--- config.mk ---
export PLATFORM = sky130hd
export DESIGN_NAME = etapa_memoria
export DESIGN_NICKNAME = d
export VERILOG_FILES = /design/src/rtl/pkg_memoria.sv /design/src/rtl/extensor_carga.sv /design/src/rtl/etapa_memoria.sv
export SDC_FILE = /design/constraint.sdc
export NUM_CORES = 1
export LEC_CHECK = 0
export CORE_AREA = 2 2 152 154
export CTS_CLUSTER_DIAMETER = 30
export DETAILED_ROUTE_END_ITERATION = 8
export DIE_AREA = 0 0 154 156
export GPL_ROUTABILITY_DRIVEN = 0
export PLACE_DENSITY = 0.68
export SLEW_MARGIN = 10
export SYNTH_ARGS = -nofsm -noshare
export SYNTH_HDL_FRONTEND = slang
export SYNTH_SLANG_ARGS = --single-unit
--- constraint.sdc ---
create_clock -name clk -period 2 [get_ports clk]
set_clock_uncertainty 0.05 [all_clocks]
set_input_delay 0.4 -clock clk [delete_from_list [all_inputs] [get_ports clk]]
set_output_delay 0.4 -clock clk [all_outputs]
set_load 0.1 [all_outputs]
--- src/rtl/pkg_memoria.sv ---
// Shared encodings for the MEM pipeline stage: access sizes, FSM states and
// the misalignment rule used to reject an access before it reaches the bus.
package pkg_memoria;

   localparam logic [1:0] TAM_BYTE      = 2'b00;
   localparam logic [1:0] TAM_MEDIA     = 2'b01;
   localparam logic [1:0] TAM_PALABRA   = 2'b10;
   localparam logic [1:0] TAM_RESERVADO = 2'b11;

   localparam logic REPOSO = 1'b0;
   localparam logic ACCESO = 1'b1;

   // Load and store together is treated as a malformed access, same as a bad size.
   function automatic logic desalineado(input logic [1:0] tam, input logic [1:0] dir,
                                        input logic leer, input logic escribir);
      return (tam == TAM_RESERVADO) ||
             ((tam == TAM_MEDIA) && dir[0]) ||
             ((tam == TAM_PALABRA) && (dir != 2'b00)) ||
             (leer && escribir);
   endfunction

endpackage

--- src/rtl/extensor_carga.sv ---
// Picks the addressed byte/half lane out of a bus word and sign- or
// zero-extends it to 32 bits.
module extensor_carga
   import pkg_memoria::*;
(
   input  logic [31:0] rdata,
   input  logic [1:0]  dir,
   input  logic [1:0]  tamano,
   input  logic        sin_signo,
   output logic [31:0] dato
);

   logic [7:0]  byte_sel;
   logic [15:0] media_sel;

   always_comb begin
      byte_sel = rdata[7:0];
      case (dir)
         2'd1:    byte_sel = rdata[15:8];
         2'd2:    byte_sel = rdata[23:16];
         2'd3:    byte_sel = rdata[31:24];
         default: byte_sel = rdata[7:0];
      endcase
      media_sel = dir[1] ? rdata[31:16] : rdata[15:0];

      case (tamano)
         TAM_BYTE:  dato = {{24{byte_sel[7] & ~sin_signo}}, byte_sel};
         TAM_MEDIA: dato = {{16{media_sel[15] & ~sin_signo}}, media_sel};
         default:   dato = rdata;
      endcase
   end

endmodule

--- src/rtl/etapa_memoria.sv ---
// MEM pipeline stage: runs a req/ack data-memory transaction for loads and
// stores, extends load data and registers the result for the MEM/WB boundary.
module etapa_memoria
   import pkg_memoria::*;
#(
   parameter int unsigned LIMITE_ESPERA = 16
) (
   input  logic        clk,
   input  logic        reinicio,
   input  logic [31:0] pc_entrada,
   input  logic [31:0] resultado_alu_entrada,
   input  logic [31:0] dato_mem_entrada,
   input  logic [4:0]  registro_destino_entrada,
   input  logic        leer,
   input  logic        escribir,
   input  logic [1:0]  tamano,
   input  logic        sin_signo,
   input  logic        escribe_reg_entrada,
   output logic        mem_req,
   output logic        mem_we,
   output logic [31:0] mem_dir,
   output logic [3:0]  mem_be,
   output logic [31:0] mem_wdata,
   input  logic        mem_ack,
   input  logic [31:0] mem_rdata,
   output logic        detener,
   output logic [31:0] pc_salida,
   output logic [31:0] dato_wb_salida,
   output logic [4:0]  registro_destino_salida,
   output logic        escribe_reg_salida,
   output logic        error_alineacion,
   output logic        error_bus
);

   localparam int unsigned CW = (LIMITE_ESPERA > 1) ? $clog2(LIMITE_ESPERA) : 1;
   localparam logic [CW-1:0] CUENTA_MAX = CW'(LIMITE_ESPERA - 1);

   logic          estado_q;
   logic [CW-1:0] contador_q;

   // Copy of the in-flight instruction, so the result does not depend on upstream.
   logic [31:0] dir_q;
   logic [31:0] pc_t_q;
   logic [4:0]  rd_t_q;
   logic [1:0]  tamano_q;
   logic        sin_signo_q;
   logic        leer_q;
   logic        esc_reg_t_q;

   logic        acceso;
   logic        mal;
   logic [3:0]  be_calc;
   logic [31:0] wdata_calc;
   logic [31:0] carga;

   assign acceso = leer | escribir;
   assign mal    = desalineado(tamano, resultado_alu_entrada[1:0], leer, escribir);

   always_comb begin
      be_calc    = 4'b1111;
      wdata_calc = dato_mem_entrada;
      case (tamano)
         TAM_BYTE: begin
            be_calc    = 4'b0001 << resultado_alu_entrada[1:0];
            wdata_calc = {4{dato_mem_entrada[7:0]}};
         end
         TAM_MEDIA: begin
            be_calc    = 4'b0011 << resultado_alu_entrada[1:0];
            wdata_calc = {2{dato_mem_entrada[15:0]}};
         end
         default: begin
            be_calc    = 4'b1111;
            wdata_calc = dato_mem_entrada;
         end
      endcase
   end

   always_comb begin
      if (estado_q == ACCESO) detener = !mem_ack && (contador_q != CUENTA_MAX);
      else                    detener = acceso && !mal;
   end

   extensor_carga u_extensor (
      .rdata     (mem_rdata),
      .dir       (dir_q[1:0]),
      .tamano    (tamano_q),
      .sin_signo (sin_signo_q),
      .dato      (carga)
   );

   always_ff @(posedge clk) begin
      if (reinicio) begin
         estado_q                <= REPOSO;
         contador_q              <= '0;
         dir_q                   <= '0;
         pc_t_q                  <= '0;
         rd_t_q                  <= '0;
         tamano_q                <= '0;
         sin_signo_q             <= 1'b0;
         leer_q                  <= 1'b0;
         esc_reg_t_q             <= 1'b0;
         mem_req                 <= 1'b0;
         mem_we                  <= 1'b0;
         mem_dir                 <= '0;
         mem_be                  <= '0;
         mem_wdata               <= '0;
         pc_salida               <= '0;
         dato_wb_salida          <= '0;
         registro_destino_salida <= '0;
         escribe_reg_salida      <= 1'b0;
         error_alineacion        <= 1'b0;
         error_bus               <= 1'b0;
      end else begin
         error_alineacion   <= 1'b0;
         error_bus          <= 1'b0;
         escribe_reg_salida <= 1'b0;
         if (estado_q == REPOSO) begin
            if (!acceso) begin
               pc_salida               <= pc_entrada;
               dato_wb_salida          <= resultado_alu_entrada;
               registro_destino_salida <= registro_destino_entrada;
               escribe_reg_salida      <= escribe_reg_entrada &&
                                          (registro_destino_entrada != 5'd0);
            end else if (mal) begin
               error_alineacion <= 1'b1;
            end else begin
               estado_q    <= ACCESO;
               contador_q  <= '0;
               mem_req     <= 1'b1;
               mem_we      <= escribir;
               mem_dir     <= {resultado_alu_entrada[31:2], 2'b00};
               mem_be      <= be_calc;
               mem_wdata   <= wdata_calc;
               dir_q       <= resultado_alu_entrada;
               pc_t_q      <= pc_entrada;
               rd_t_q      <= registro_destino_entrada;
               tamano_q    <= tamano;
               sin_signo_q <= sin_signo;
               leer_q      <= leer;
               esc_reg_t_q <= escribe_reg_entrada;
            end
         end else begin
            // An ack in the final wait cycle still completes the access.
            if (mem_ack) begin
               estado_q                <= REPOSO;
               contador_q              <= '0;
               mem_req                 <= 1'b0;
               mem_we                  <= 1'b0;
               pc_salida               <= pc_t_q;
               registro_destino_salida <= rd_t_q;
               dato_wb_salida          <= leer_q ? carga : dir_q;
               escribe_reg_salida      <= leer_q && esc_reg_t_q && (rd_t_q != 5'd0);
            end else if (contador_q == CUENTA_MAX) begin
               estado_q   <= REPOSO;
               contador_q <= '0;
               mem_req    <= 1'b0;
               mem_we     <= 1'b0;
               error_bus  <= 1'b1;
            end else begin
               contador_q <= contador_q + 1'b1;
            end
         end
      end
   end

endmodule

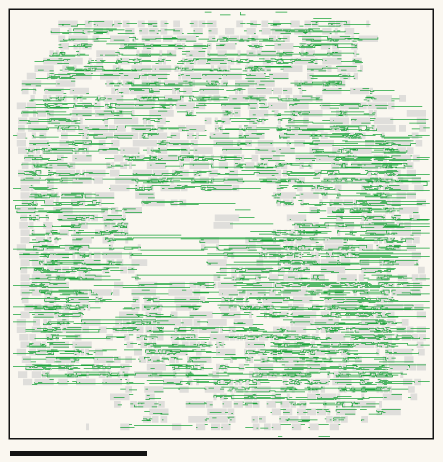
**Above:** run 1 (signal wires on met1).
Scale bar: 50 µm. Cells faint in the background.
The wires run mostly horizontal. The layer holds 43% of the routed length. The layer carries 12600 µm of wire. The longest straight run is 50.6 µm. 1354 nets have wire on it.
Final Routed Wirelength: 29.58 mm
Global Route met1 Usage: 29.71%
via count: 9007

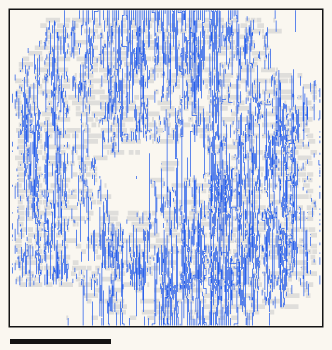
**Above:** run 1 (the metal 2 layer).
Scale bar: 50 µm. Cells faint in the background.
The layer holds 47% of the routed length. The longest straight run is 54.4 µm. The layer carries 13900 µm of wire. The wires run mostly vertical. 1291 nets have wire on it.
met2 track utilization from global routing: 39.50%

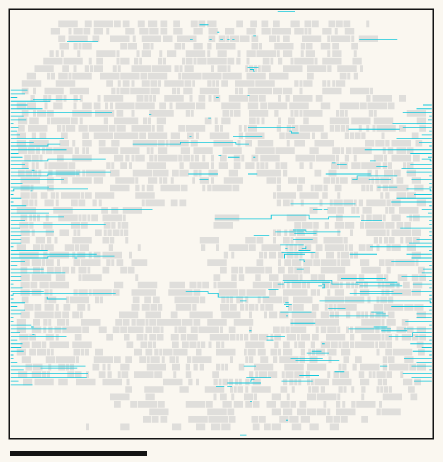
**Above:** run 1 (met3 routing).
Scale bar: 50 µm. Cells faint in the background.
The wires run mostly horizontal. The longest straight run is 51.3 µm.
met3 GRT Util: 6.111%

==> run notes, run 1 <==
Results of the flow run.

The run finished with clean final reports. Sequential cells make up 29.67% of the cell area. The summed negative setup slack over all endpoints stands at 0 ps. For reference, the critical path cell chain is clkdlybuf4s50_1 > mux4_2 > a21o_1 > a2111oi_0 > o32ai_1. The synthesized-area fraction occupied by and/or/nand/nor cells stands at 17.79%. In the final layout, multi-input gates take up 34.40% of the cell area. The layout has 27 inverters outside the clock class. The vertical die dimension reported for this design is 156 µm. In this run the most critical hold path is launched from reinicio.

The power per cell area stands at 913.1 mW/mm². The synthesized-area fraction occupied by xor and xnor cells stands at 0.1976%. Per the log, the first TritonRoute iteration ended with a DRC count of 503. The longest incremental delay of any stage on the critical path is reported as 490 ps. The die is 154 µm wide. Clock tree buffers and inverters occupy 4.841% of the routed design's cell area. In this run the layout overhead on the synthesized area is reported as 44.06%. TritonCTS built the clock tree. The count of antenna-violating nets left after detailed routing stands at 0. The post-layout net count stands at 1531. Counting every instance in the synthesized netlist gives 1114. Counting only logic cells after layout, the most numerous master is sky130_fd_sc_hd__nand2_1. Among all cell classes, the greatest summed area belongs to combinational gates. The source-to-sink clock delay at the later pin of the worst-skew pair stands at 430 ps.

Clock tree synthesis inserted a total of 17 buffers. Logic depth along the worst register-to-register path is recorded as 4. The number of antenna violations at the first check in global routing is 2. The fraction of synthesis flops using an asynchronous set or reset pin stands at 0%.

The synthesis area per yosys stands at 0.008864 mm². Looking at the critical path, the single cell with the biggest stage delay is sky130_fd_sc_hd__mux4_2. Recorded from the global router log, the overflow total was 0. The number of global-route vias before repair stands at 8717. The combinational gate area stands at 0.004393 mm². The share of the core filled by cells before placement stands at 39.63%. STA lists the endpoint of the worst register-to-register path as dato_wb_salida[12]$_SDFFE_PP0P_. The highest layer touched by signal routing is met4. The OpenROAD report gives the critical path a data arrival time of 2240 ps. The post-synthesis sequential element count stands at 189. After global routing, the most crowded layer is met2. Clock tree synthesis selected as its root buffer the cell sky130_fd_sc_hd__clkbuf_16. The number of endpoints failing setup at the final stage stands at 0. The final antenna diode tally reported by the flow is 2.

After Yosys synthesis, full adders, half adders and majority gates account for 0.1412% of the synthesized area. Per the run summary, max-cap violations total 0.
==> run 1: report_power, final <==
group          leakage, µW  total, µW  switching (µW)  internal [µW]
registers          0.00155       4240             188           4050
clock network     0.000299       3490            1780           1720
logic              0.00311       3920            2750           1170
==> run 1: repair_timing <==
| action | 4_1_cts | 5_1_grt |
|---|---|---|
| resized | 12 | 14 |
| setup endpoints to repair | 2 | 11 |
| buffers inserted | 2 | 4 |
| pin swaps | 1 | 2 |
==> run 1: worst max-delay path by stage <==
| stage | start | slack [ps] | to |
|---|---|---|---|
| floorplan | tamano[1] | 30 | detener |
| CTS | contador_q[1]$_SDFFE_PP0P_ | 7 | detener |
| finish | mem_rdata[15] | 20 | dato_wb_salida[12]$_SDFFE_PP0P_ |
| global placement | tamano[0] | -380 | dir_q[30]$_SDFFE_PP0P_ |
| global route | mem_rdata[15] | -40 | dato_wb_salida[13]$_SDFFE_PP0P_ |
| detailed placement | tamano[0] | -470 | dir_q[9]$_SDFFE_PP0P_ |
==> run 1: synthesized netlist by cell type, types with 2 or more instances <==
| cell | number | area (µm²) |
|---|---|---|
| sky130_fd_sc_hd__nand2_1 | 242 | 908.4 |
| sky130_fd_sc_hd__dfxtp_1 | 189 | 3784 |
| sky130_fd_sc_hd__a21oi_1 | 102 | 510.5 |
| sky130_fd_sc_hd__nor2_1 | 86 | 322.8 |
| sky130_fd_sc_hd__o21ai_0 | 68 | 340.3 |
| sky130_fd_sc_hd__mux2i_1 | 67 | 670.6 |
| sky130_fd_sc_hd__clkbuf_1 | 56 | 210.2 |
| sky130_fd_sc_hd__a211oi_1 | 51 | 382.9 |
| sky130_fd_sc_hd__buf_4 | 40 | 300.3 |
| sky130_fd_sc_hd__inv_1 | 26 | 97.59 |
| sky130_fd_sc_hd__buf_2 | 25 | 125.1 |
| sky130_fd_sc_hd__a31oi_1 | 20 | 125.1 |
| sky130_fd_sc_hd__a221o_1 | 16 | 160.2 |
| sky130_fd_sc_hd__nor3_1 | 15 | 75.07 |
| sky130_fd_sc_hd__o211ai_1 | 12 | 90.09 |
| sky130_fd_sc_hd__nand3b_1 | 10 | 75.07 |
| sky130_fd_sc_hd__nor2b_1 | 10 | 62.56 |
| sky130_fd_sc_hd__a311oi_1 | 8 | 70.07 |
| sky130_fd_sc_hd__a2111oi_0 | 7 | 61.31 |
| sky130_fd_sc_hd__o32ai_1 | 7 | 61.31 |
| sky130_fd_sc_hd__a221oi_1 | 6 | 52.55 |
| sky130_fd_sc_hd__buf_1 | 5 | 18.77 |
| sky130_fd_sc_hd__nand2b_1 | 5 | 31.28 |
| sky130_fd_sc_hd__nand3_1 | 4 | 20.02 |
| sky130_fd_sc_hd__nor4_1 | 4 | 25.02 |
| sky130_fd_sc_hd__a21o_1 | 3 | 22.52 |
| sky130_fd_sc_hd__or3_1 | 3 | 18.77 |
| sky130_fd_sc_hd__a32oi_1 | 2 | 17.52 |
| sky130_fd_sc_hd__o311ai_0 | 2 | 17.52 |
| sky130_fd_sc_hd__o31a_1 | 2 | 17.52 |
| sky130_fd_sc_hd__or4_1 | 2 | 15.01 |
**Run 1: metal 4**

Scale bar: 50 µm.
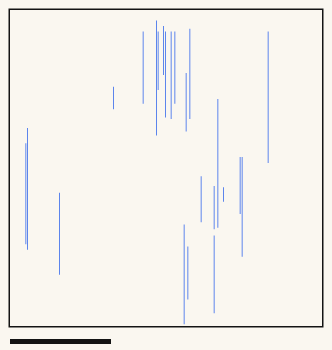

==> run 2: changes to the inputs <==
==> constraint.sdc (replaced) <==
create_clock -name clk -period 1.88 [get_ports clk]
set_clock_uncertainty 0.05 [all_clocks]
set_input_delay 0.376 -clock clk [delete_from_list [all_inputs] [get_ports clk]]
set_output_delay 0.376 -clock clk [all_outputs]
set_load 0.1 [all_outputs]
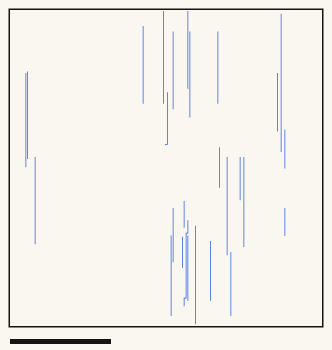
**Above:** run 2 (metal 4).
Scale bar: 50 µm.
The layer holds 3.0% of the routed length. The layer carries 937 µm of wire. The longest straight run is 68.0 µm.
via count: 9259
Final Routed Wirelength: 31.16 mm

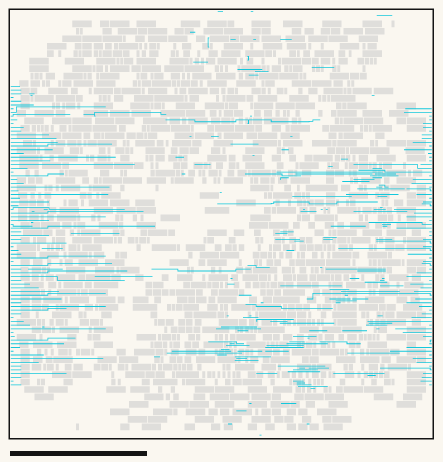
**Above:** run 2 (met3 routing).
Scale bar: 50 µm. Cells faint in the background.
The wires run mostly horizontal. The longest straight run is 44.9 µm. 245 nets have wire on it.
met3 GRT Util: 8.306%

==> run 2 against run 1 <==
Compared with the run above: the run now ends with negative setup slack left; sequential power rose by 9.4%; global-route usage rose by 1.8 points; clock-buffer cell count rose by 1; sequential share of layout area fell by 3.8 points; area after synthesis did not move; highest routed layer unchanged; wire length rose by 5.4%; combinational power rose by 24%.
==> run notes, run 2 <==
Results of the flow run.

The power per cell area is 903.3 mW/mm² (was 913.1 mW/mm²). The most frequently used cell type in the post-synthesis netlist was sky130_fd_sc_hd__nand2_1 (unchanged). The worst setup path endpoint is detener (was dato_wb_salida[12]$_SDFFE_PP0P_). The number of endpoints failing setup at the final stage was 1 (was 0).

The final reports fail on negative setup slack. The number of buffers created by CTS stands at 17 (unchanged). The internal power contribution stands at 8133 µW (was 6943 µW). The number of max-cap violations came to 0 (unchanged).

The synthesized-area fraction occupied by and/or/nand/nor cells is 17.79% (unchanged). The area share of the largest cell type after synthesis was 42.69% (unchanged). The worst-case reg-to-reg path depth stands at 4 (unchanged).

The clock tree from TritonCTS is yes (unchanged). The final global-route overflow total came to 0 (unchanged). The instance tally after logic synthesis was 1114 (unchanged). Most instantiated cells after synthesis: sky130_fd_sc_hd__nand2_1 (242), sky130_fd_sc_hd__dfxtp_1 (189), sky130_fd_sc_hd__a21oi_1 (102), sky130_fd_sc_hd__nor2_1 (86), sky130_fd_sc_hd__o21ai_0 (68) (unchanged).

The arrival time reported for the critical path endpoint stands at 1460 ps (was 2240 ps). The worst setup margin is -4.918 ps (was 17.11 ps). Outcome: finished with violations (was complete, no violations). The power spent charging and discharging nets stands at 5104 µW (was 4716 µW). The synthesized-area fraction occupied by xor and xnor cells stands at 0.1976% (unchanged).

The post-layout net count came to 1539 (was 1531). The growth of design area from synthesis to finish was 65.32% (was 44.06%). The vertical extent of the die stands at 156 µm (unchanged). The source-to-sink clock delay at the later pin of the worst-skew pair stands at 430 ps (about the same). The origin of the worst setup path is estado_q$_SDFF_PP0_ (was mem_rdata[15]). The horizontal die dimension stands at 154 µm (unchanged).

The endpoint of the lowest-slack register-to-register path was dato_wb_salida[11]$_SDFFE_PP0P_ (was dato_wb_salida[12]$_SDFFE_PP0P_). The synthesis area per yosys is 0.008864 mm² (unchanged). Leading cell types by total area after synthesis: sky130_fd_sc_hd__dfxtp_1 (43%), sky130_fd_sc_hd__nand2_1 (10%), sky130_fd_sc_hd__mux2i_1 (7.6%), sky130_fd_sc_hd__a21oi_1 (5.8%), sky130_fd_sc_hd__a211oi_1 (4.3%) (unchanged). The number of antenna violations at the first check in global routing stands at 1 (was 2). The clock network fraction of design power came to 28.3% (was 30.0%). The root buffer selected by CTS is sky130_fd_sc_hd__clkbuf_16 (unchanged). The violation tally from detailed-route iteration zero was 745 (was 503).
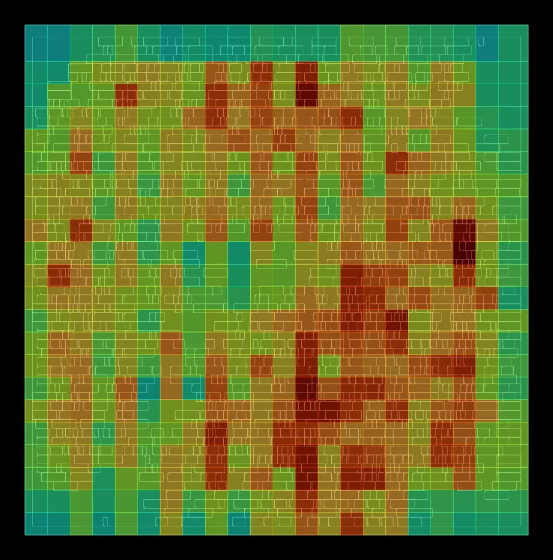
**Above:** run 2 (routing congestion map).
gr busiest metal: met2
total track usage: 25.64%
Global Route met1 Usage: 29.98%

run 2: cell counts after synthesis:
Identical to the previous run, type by type.
run 2: what timing repair did:
item / in CTS / in global routing
gates cloned: 2 / 0
endpoints found under the setup margin: 91 / 32
pin swaps: 1 / 2
resized: 40 / 16
setup buffers: 5 / 1
run 2: worst min-delay path by stage:
stage | start | slack [ps] | end | depth (start not counted)
6_report | reinicio | 240 | dir_q[28]$_SDFFE_PP0P_ | 2
5_1_grt | reinicio | 230 | dir_q[28]$_SDFFE_PP0P_ | 2
4_1_cts | reinicio | 220 | dir_q[28]$_SDFFE_PP0P_ | 2
3_5_place_dp | pc_t_q[16]$_SDFFE_PP0P_ | 400 | pc_t_q[16]$_SDFFE_PP0P_ | 2
3_3_place_gp | pc_t_q[6]$_SDFFE_PP0P_ | 390 | pc_t_q[6]$_SDFFE_PP0P_ | 2
2_1_floorplan | pc_t_q[0]$_SDFFE_PP0P_ | 390 | pc_t_q[0]$_SDFFE_PP0P_ | 2
run 2: per-layer routing:
layer,track usage (%),share of wire [%]
met4,10.24,3.0
met5,0,0
met2,43.63,49
met3,8.306,9.3
met1,29.98,39
run 2: metrics by stage:
| step | utilization, % | total power [µW] |
|---|---|---|
| global route | 65.49 | 13720 |
| CTS | 65.12 | 13280 |
| finish | 65.52 | 13240 |
| global placement | 61.49 | 9438 |
| floorplan | - | 7457 |
| detailed placement | 61.49 | 9489 |
run 2: worst max-delay path, cell delays in order (launching register included):
cell	delay [ps]
sky130_fd_sc_hd__dfxtp_4	370
sky130_fd_sc_hd__buf_16	130
sky130_fd_sc_hd__clkinv_4	40
sky130_fd_sc_hd__o211ai_1	100
sky130_fd_sc_hd__buf_4	170
sky130_fd_sc_hd__nand2_4	60
sky130_fd_sc_hd__buf_12	170
run 2: area by class of cell:
cell class	instances	share of cell area, %
Clock inverter	14	1.161
Timing Repair Buffer	388	36.07
Tap cell	285	2.434
Clock buffer	18	2.997
Sequential cell	189	25.89
Multi-Input combinational cell	773	30.69
Antenna cell	2	0.03416
Inverter	27	0.7258
run 2: power groups by stage:
stage | logic [µW] | clock network, µW | registers [µW]
final | 4850 | 3750 | 4640
after CTS | 4830 | 3810 | 4640
after floorplan | 1390 | 0 | 6060
after global placement | 4720 | 0 | 4720
after detailed placement | 4760 | 0 | 4730
after global routing | 5060 | 3990 | 4680
run 2: kinds of logic (layout without fill, tap and decap cells):
kind of cell	after synthesis	after routing
flops	189	189
fa+ha+maj	1	1
compound gates	316	316
other cells	1	4
simple gates	384	384
xor+xnor	2	2
mux	68	68
buf+inv	153	447
**Run 2: the metal 2 layer**

Scale bar: 50 µm. Cells faint in the background.
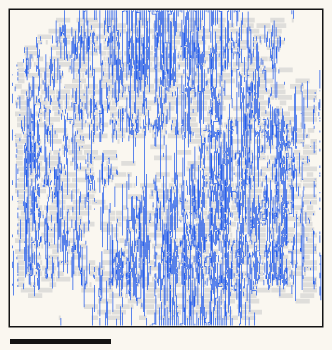

==> run 3: changes to the inputs <==
--- a/config.mk
+++ b/config.mk
@@ -6,6 +6,7 @@
 export NUM_CORES = 1
 export LEC_CHECK = 0
 export CORE_AREA = 2 2 152 154
+export CTS_BUF_LIST = sky130_fd_sc_hd__clkbuf_4
 export CTS_CLUSTER_DIAMETER = 30
 export DETAILED_ROUTE_END_ITERATION = 8
 export DIE_AREA = 0 0 154 156
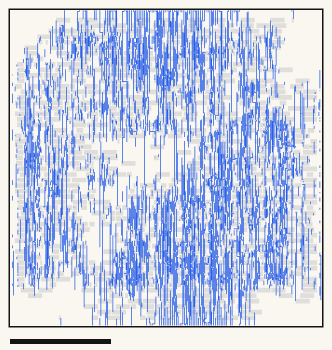
**Above:** run 3 (the metal 2 layer).
Scale bar: 50 µm. Cells faint in the background.
1342 nets have wire on it. The longest straight run is 48.3 µm. The layer carries 15500 µm of wire. The layer holds 48% of the routed length. The wires run mostly vertical.
met2 track utilization from global routing: 43.05%
Final Routed Wirelength: 32.09 mm
via count: 9418

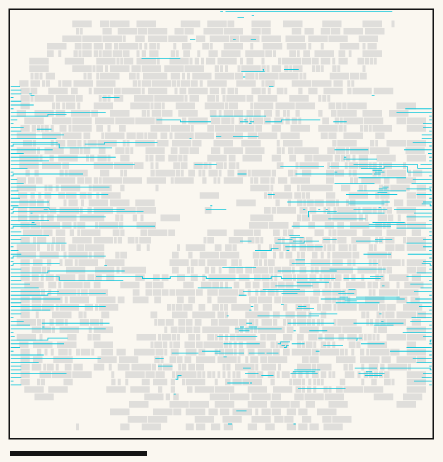
**Above:** run 3 (met3 routing).
Scale bar: 50 µm. Cells faint in the background.
The layer carries 2940 µm of wire. The layer holds 9.2% of the routed length. 241 nets have wire on it. The longest straight run is 60.5 µm. The wires run mostly horizontal.
met3 GRT Util: 8.194%

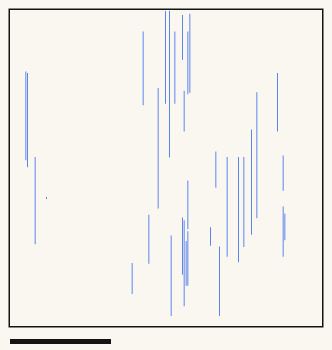
**Above:** run 3 (metal 4).
Scale bar: 50 µm.

==> run 3 against run 2 <==
Compared with the run above: the flow still finishes with violations (negative setup slack); synthesized cell count stayed put; critical path depth stayed put; clock power is 37% lower; global-route usage is 0.13 points lower; cell count is 1.4% higher; via count is 1.7% higher; wire length is 3.0% higher; critical path type is now in -> out; largest power group unchanged; highest routed layer is now met5.
==> run notes, run 3 <==
Results of the flow run.

Outcome: finished with violations (unchanged). Violations in the final reports: negative setup slack (unchanged). The number of global-route vias before repair stands at 9037 (was 9132).

The root buffer selected by CTS is sky130_fd_sc_hd__clkbuf_4 (was sky130_fd_sc_hd__clkbuf_16). The cell at the slowest stage of the critical path is sky130_fd_sc_hd__clkdlybuf4s50_1 (was sky130_fd_sc_hd__dfxtp_4). The number of antenna violations at the first check in global routing was 3 (was 1).

The number of buffers created by CTS stands at 17 (unchanged). The share of the core filled by cells before placement stands at 39.63% (unchanged). The synthesis area per yosys is 0.008864 mm² (unchanged). The growth of design area from synthesis to finish stands at 65.67% (was 65.32%).

The clock tree from TritonCTS is yes (unchanged). The critical path capture point type was an output port (unchanged). The arrival time reported for the critical path endpoint was 1650 ps (was 1460 ps). The source-to-sink clock delay at the later pin of the worst-skew pair came to 570 ps (was 430 ps).

Most instantiated cells after synthesis: sky130_fd_sc_hd__nand2_1 (242), sky130_fd_sc_hd__dfxtp_1 (189), sky130_fd_sc_hd__a21oi_1 (102), sky130_fd_sc_hd__nor2_1 (86), sky130_fd_sc_hd__o21ai_0 (68) (unchanged). The power per cell area is 818.5 mW/mm² (was 903.3 mW/mm²). The vertical extent of the die came to 156 µm (unchanged). The summed negative setup slack over all endpoints stands at -191.8 ps (was -4.918 ps). The post-synthesis sequential element count stands at 189 (unchanged). The horizontal die dimension was 154 µm (unchanged). The final global-route overflow total is 0 (unchanged).

The fraction of synthesis flops using an asynchronous set or reset pin came to 0% (unchanged). The number of endpoints failing setup at the final stage is 1 (unchanged). The post-layout net count is 1562 (was 1539). The family with the most delay on the worst path is buffers and inverters (unchanged). The global-route usage over all layers stands at 25.51% (was 25.64%). The number of max-cap violations stands at 0 (unchanged).

The count of unresolved DRC violations after routing stands at 0 (unchanged). The violation tally from detailed-route iteration zero stands at 773 (was 745). Leading cell types by total area after synthesis: sky130_fd_sc_hd__dfxtp_1 (43%), sky130_fd_sc_hd__nand2_1 (10%), sky130_fd_sc_hd__mux2i_1 (7.6%), sky130_fd_sc_hd__a21oi_1 (5.8%), sky130_fd_sc_hd__a211oi_1 (4.3%) (unchanged). The count of antenna-violating nets left after detailed routing stands at 0 (unchanged).

The most common library cell in the layout ignoring fill and taps is sky130_fd_sc_hd__nand2_1 (unchanged). The post-route total power stands at 12020 µW (was 13240 µW). The worst setup margin stands at -191.8 ps (was -4.918 ps). The instance tally after logic synthesis stands at 1114 (unchanged). The count of synthesis-stage warnings from yosys stands at 0 (unchanged). The largest area contributor in the synthesized netlist was sky130_fd_sc_hd__dfxtp_1 (unchanged). The final core utilization stands at 65.66% (was 65.52%).

The peak per-stage delay on the critical path is 580 ps (was 370 ps). The most frequently used cell type in the post-synthesis netlist is sky130_fd_sc_hd__nand2_1 (unchanged).
[run 3: worst paths after layout]
check                                              from                          to  cells past startpoint
worst min-delay path                           reinicio      dir_q[28]$_SDFFE_PP0P_                      2
worst min register to register  pc_t_q[16]$_SDFFE_PP0P_     pc_t_q[16]$_SDFFE_PP0P_                      2
worst max register to register      estado_q$_SDFF_PP0_  mem_wdata[17]$_SDFFE_PP0P_                     10
worst max-delay path                          tamano[1]                     detener                      6
[run 3: cell type report]
cell class	count	area (µm²)	area share [%]
tap	285	356.6	2.428
inverter	27	106.4	0.7243
multi-input combinational	773	4517	30.76
clock inverter	15	173.9	1.184
timing repair buffer	411	5604	38.16
clock buffer	17	127.6	0.8691
antenna	2	5.005	0.03408
sequential	189	3794	25.84
[run 3: repair_timing]
| action | 4_1_cts | 5_1_grt |
|---|---|---|
| pin swaps | 0 | 9 |
| gates cloned | 2 | 7 |
| gates resized | 25 | 45 |
| buffers inserted | 8 | 14 |
| hold buffers | 0 | 0 |
| setup endpoints to repair | 6 | 41 |
[run 3: routing by layer]
layer	track usage, %	up-vias	part of all wire, %
li1	-	4476	-
met1	30.31	4432	39
met2	43.05	436	48
met3	8.194	72	9.2
met4	9.791	2	3.5
met5	0	-	0.050
[run 3: worst reg2reg max path: stages (launching register included)]
cell,delay (ps)
sky130_fd_sc_hd__dfxtp_4,400
sky130_fd_sc_hd__buf_16,130
sky130_fd_sc_hd__buf_4,130
sky130_fd_sc_hd__buf_6,120
sky130_fd_sc_hd__a211oi_4,240
sky130_fd_sc_hd__buf_4,160
sky130_fd_sc_hd__buf_12,130
sky130_fd_sc_hd__buf_6,110
sky130_fd_sc_hd__buf_12,110
sky130_fd_sc_hd__nor2_1,40
sky130_fd_sc_hd__a211oi_1,160
[run 3: per-stage QoR]
| stage | worst slack (ps) | cells | hold WS, ps |
|---|---|---|---|
| finish | -191.8 | 1719 | 80.28 |
| CTS | -203.8 | 1696 | 42.60 |
| floorplan | 50.26 | 1115 | 386.0 |
| global route | -272.7 | 1719 | 31.20 |
| global placement | -527.4 | 1654 | 391.0 |
| detailed placement | -558.3 | 1654 | 396.5 |
[run 3: cell families (layout without fill, tap and decap cells)]
| logic type | Yosys count | count (layout) | share of synthesized area [%] |
|---|---|---|---|
| other | 1 | 4 | 0.04231 |
| buffers and inverters | 153 | 470 | 8.526 |
| XOR/XNOR | 2 | 2 | 0.1977 |
| flip-flops | 189 | 189 | 42.69 |
| multiplexers | 68 | 68 | 7.820 |
| AND/OR/NAND/NOR | 384 | 384 | 17.79 |
| adder cells (fa/ha/maj) | 1 | 1 | 0.1411 |
| AND-OR/OR-AND | 316 | 316 | 22.80 |
[run 3: power by group]
part	leakage (µW)	switching (µW)	internal [µW]
clock	0.000153	1630	732
sequential	0.00155	324	4320
combinational	0.00378	3040	1980
total	0.00548	4980	7030
Power and IR drop assume default switching activity.
